**config.mk**
```make
export PLATFORM = sky130hd
export DESIGN_NAME = dec_scan_seq
export DESIGN_NICKNAME = d
export VERILOG_FILES = /design/src/rtl/dec_scan_seq.sv
export SDC_FILE = /design/constraint.sdc
export NUM_CORES = 1
export LEC_CHECK = 0
export CAP_MARGIN = 25
export CORE_MARGIN = 2
export CORE_UTILIZATION = 48
export DETAILED_ROUTE_END_ITERATION = 10
export PLACE_DENSITY = 0.74
export SLEW_MARGIN = 15
export SYNTH_ARGS = -nofsm -noshare
export SYNTH_HDL_FRONTEND = slang
export SYNTH_SLANG_ARGS = --single-unit
```
**constraint.sdc**
```tcl
create_clock -name clk -period 1.7 [get_ports clk]
set_input_delay 0.17 -clock clk [delete_from_list [all_inputs] [get_ports clk]]
set_output_delay 0.17 -clock clk [all_outputs]
set_load 0.01 [all_outputs]
```
**src/rtl/dec_scan_seq.sv**
```systemverilog
// Scan-code sequencer driving the 4-bit select of a 4-to-16 decoder, one code per dwell period.
// Optional feature: define DEC_SCAN_DIR_EN to add the dir port and selectable down-scan.
module dec_scan_seq #(
    parameter int unsigned DWELL = 50
) (
    input  logic       clk,
    input  logic       rst,
    input  logic       start,
    input  logic       stop,
    input  logic       mode,
`ifdef DEC_SCAN_DIR_EN
    input  logic       dir,
`endif
    output logic [3:0] sel,
    output logic       sel_valid,
    output logic       tick,
    output logic       busy,
    output logic       done
);

    localparam int unsigned   CntW   = (DWELL > 1) ? $clog2(DWELL) : 1;
    localparam logic [CntW-1:0] CntMax = CntW'(DWELL - 1);

    typedef enum logic [1:0] {StIdle, StRun, StDone} state_e;

    state_e          state_q, state_d;
    logic [CntW-1:0] cnt_q, cnt_d;
    logic [3:0]      sel_q, sel_d;
    logic            mode_q, mode_d;
    logic            valid_q, valid_d;
    logic            tick_q, tick_d;
    logic            busy_q, busy_d;
    logic            done_q, done_d;
    logic            down;
    logic [3:0]      first_code, last_code, next_code;

`ifdef DEC_SCAN_DIR_EN
    logic down_q, down_d;

    always_ff @(posedge clk or posedge rst) begin
        if (rst) begin
            down_q <= 1'b0;
        end else begin
            down_q <= down_d;
        end
    end

    assign down = down_q;
`else
    assign down = 1'b0;
`endif

    // Up-scan runs 0..15, down-scan 15..0.
    assign first_code = {4{down}};
    assign last_code  = {4{~down}};
    assign next_code  = down ? (sel_q - 4'd1) : (sel_q + 4'd1);

    always_comb begin
        state_d = state_q;
        cnt_d   = cnt_q;
        sel_d   = sel_q;
        mode_d  = mode_q;
`ifdef DEC_SCAN_DIR_EN
        down_d  = down_q;
`endif
        case (state_q)
            StIdle: begin
                cnt_d = '0;
                if (start && !stop) begin
                    state_d = StRun;
                    mode_d  = mode;
`ifdef DEC_SCAN_DIR_EN
                    down_d  = dir;
                    sel_d   = {4{dir}};
`else
                    sel_d   = 4'h0;
`endif
                end
            end
            StRun: begin
                if (stop) begin
                    state_d = StIdle;
                    cnt_d   = '0;
                end else if (cnt_q == CntMax) begin
                    cnt_d = '0;
                    if (sel_q == last_code) begin
                        if (mode_q) begin
                            sel_d = first_code;
                        end else begin
                            state_d = StDone;
                        end
                    end else begin
                        sel_d = next_code;
                    end
                end else begin
                    cnt_d = cnt_q + 1'b1;
                end
            end
            StDone: begin
                state_d = StIdle;
            end
            default: begin
                state_d = StIdle;
                cnt_d   = '0;
            end
        endcase

        // Outputs are registered from the next state so they line up with sel.
        valid_d = (state_d == StRun);
        busy_d  = (state_d != StIdle);
        done_d  = (state_d == StDone);
        tick_d  = (state_d == StRun) && (cnt_d == CntMax);
    end

    always_ff @(posedge clk or posedge rst) begin
        if (rst) begin
            state_q <= StIdle;
            cnt_q   <= '0;
            sel_q   <= 4'h0;
            mode_q  <= 1'b0;
            valid_q <= 1'b0;
            tick_q  <= 1'b0;
            busy_q  <= 1'b0;
            done_q  <= 1'b0;
        end else begin
            state_q <= state_d;
            cnt_q   <= cnt_d;
            sel_q   <= sel_d;
            mode_q  <= mode_d;
            valid_q <= valid_d;
            tick_q  <= tick_d;
            busy_q  <= busy_d;
            done_q  <= done_d;
        end
    end

    assign sel       = sel_q;
    assign sel_valid = valid_q;
    assign tick      = tick_q;
    assign busy      = busy_q;
    assign done      = done_q;

endmodule
```
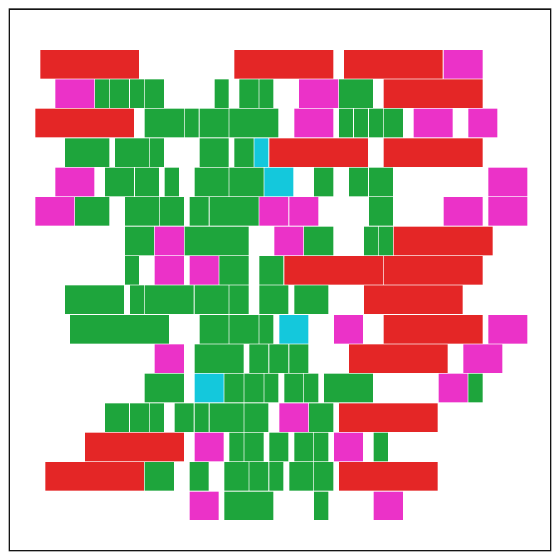
placement_by_type.png
- combinational and other logic: green (cells 89; share of their area 46%)
- remaining buffers and delay cells: magenta (cells 27; share of their area 18%)
- sequential cells: red (cells 17; share of their area 33%)
- clock drivers and dummy loads: cyan (cells 4; share of their area 2.1%)
flop share of the area: 32.57%
final design utilization: 65.91%
fin area: 1306 um^2

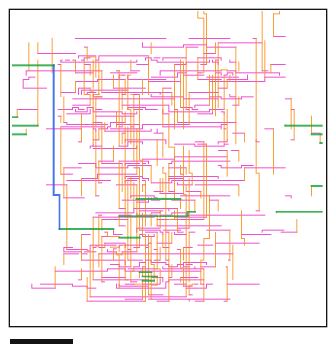
wires.png
The bar under the picture is 10 um long.
- metal 1: magenta (wire length 1060 um)
- metal 4: blue (wire length 26.8 um)
- metal 3: green (wire length 66.7 um)
- metal 2: orange (wire length 884 um)
WL/cell: 12.42 um
Routed Wire Length: 2037 um

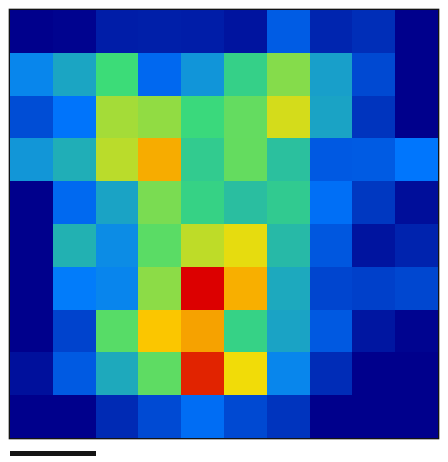
metal_density.png
The bar under the picture is 10 um long. 10 x 10 tiles, from dark blue (low) to red (high), scaled to the fullest tile. Values are wire area over tile area, all layers added.
- emptiest ninth of the die: south-east
- nearly empty tiles: 17%
- mean over tiles: 0.13
- densest ninth of the die: center
- fullest tile: 0.44
Via Count: 867
gr usage total: 19.38%

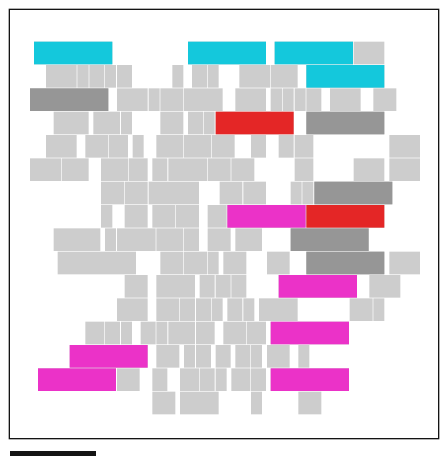
flops_by_reg.png
The bar under the picture is 10 um long.
- `sel`: cyan (placed flops 4)
- `cnt_q`: magenta (placed flops 6)
- `state_q`: red (placed flops 2)
register area: 425.4 um^2
sequential logic power: 0.515 mW

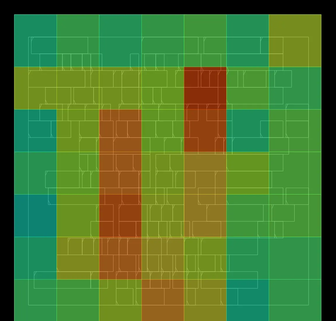
congestion.png
layer carrying the most global-route usage: met2
met2 Use GR: 30.00%
M1 GR Usage: 27.50%
met3 Use GR: 2.727%

==> results.yml <==
# yosys + openroad results
synthesis:
  synth-adder-area-share_pct: 7.426
  ys.flop_type: "dfrtp_1"
  syn-num-nets: 119
  ys_sh_simple_pct: 24.13
  synth.most_common_cell: "dfrtp_1"
  top_logic_kind: "simple AND/OR/NAND/NOR gates"
  top_area_share_pct: 42.08
  yosysTopAreaCell: "dfrtp_1"
  ys_sh_mux_pct: 2.104
  ys_sh_aoi_pct: 19.18
  yosys_cells: 108
  edf_count: 0
  top_cells_by_count: "17 x dfrtp_1, 12 x nand2_1, 7 x o21ai_0"
  ys_area_um2: 1011
  syn_avg_cell_area_um2: 9.361
  synthCells: 108
critical_path:
  crit_slowest_cell: "dfrtp_1"
  r2r_end: "sel[3]"
  endpoint_kind: "flop"
  critPathKind: "flop to flop"
  path_buffers: 1
  reg2regPathDepth: 6
  cp_top_family: "AND-OR/OR-AND gates"
  path_cells: "inv_1, ha_1, and4bb_2, o211ai_1, a211o_1, a211o_1"
  rr_startpoint: "cnt_q[1]"
  endpoint: "sel[3]"
  r2r_slack_ps: 0.8
pwr:
  total_power_mw: 1.237
  power_leakage_nw: 0.5972
final_timing:
  rsz0062_at_grt: "yes"
  hold_viol_final: 0
  fin_ws_ps: 0.8362
  tightestPinTransition_ps: 321.4
  fin_hold_ws_ps: 175.7
  finalClockPeriodUsage_pct: 99.95
global_routing:
  grt_antenna_before_repair: 0
floorplan:
  ios: 13
  core_um2: 1982
  rows: 16
  fp.dieW_um: 49.90
clocking:
  cts_max_path_buffers: 2
  post_cts_buffers: 0
  cts_sinks: 17
  clk_pin_slew_ps: 100
  cts_resized: 2
  htreeDepth: 1
place:
  io_buffers: 12
finish:
  comb_area_um2: 561.8
  layout.nets: 149
  largest_reg_flops: 6
  top_register: "cnt_q"
route:
  viasPerCell: 5.287
  final_antenna_net_count: 0
  drc: 0
  met3_length_um: 66
  top_layer_used: "met4"
run_status:
  status: "complete, no violations"
flow_run:
  openroad.warnings: 30
min_path:
  min_path_type: "input port to asynchronous set/reset pin"
==> cells in the final DEF (no fill, tap or decap), drive strengths merged, types with 5 or more instances in the layout <==
cell and instances:
dfrtp 17, buf 15, o21ai 13, nand2 12, clkdlybuf4s50 12, inv 7, nor2 6, and2 6
ha 6, nand3 5
==> layout make-up <==
class / instances / area share (%)
multi-input combinational: 82 / 43.01
sequential: 17 / 32.57
timing repair buffer: 27 / 17.82
tap: 27 / 2.586
clock buffer: 4 / 2.011
inverter: 7 / 2.011
==> report_power, final <==
| group | switching, mW | total (mW) | internal, mW |
|---|---|---|---|
| clock | 0.133 | 0.224 | 0.0914 |
| combinational | 0.235 | 0.497 | 0.263 |
| sequential | 0.0514 | 0.515 | 0.464 |
No activity file was given, so power comes from the tool's default toggle rates.
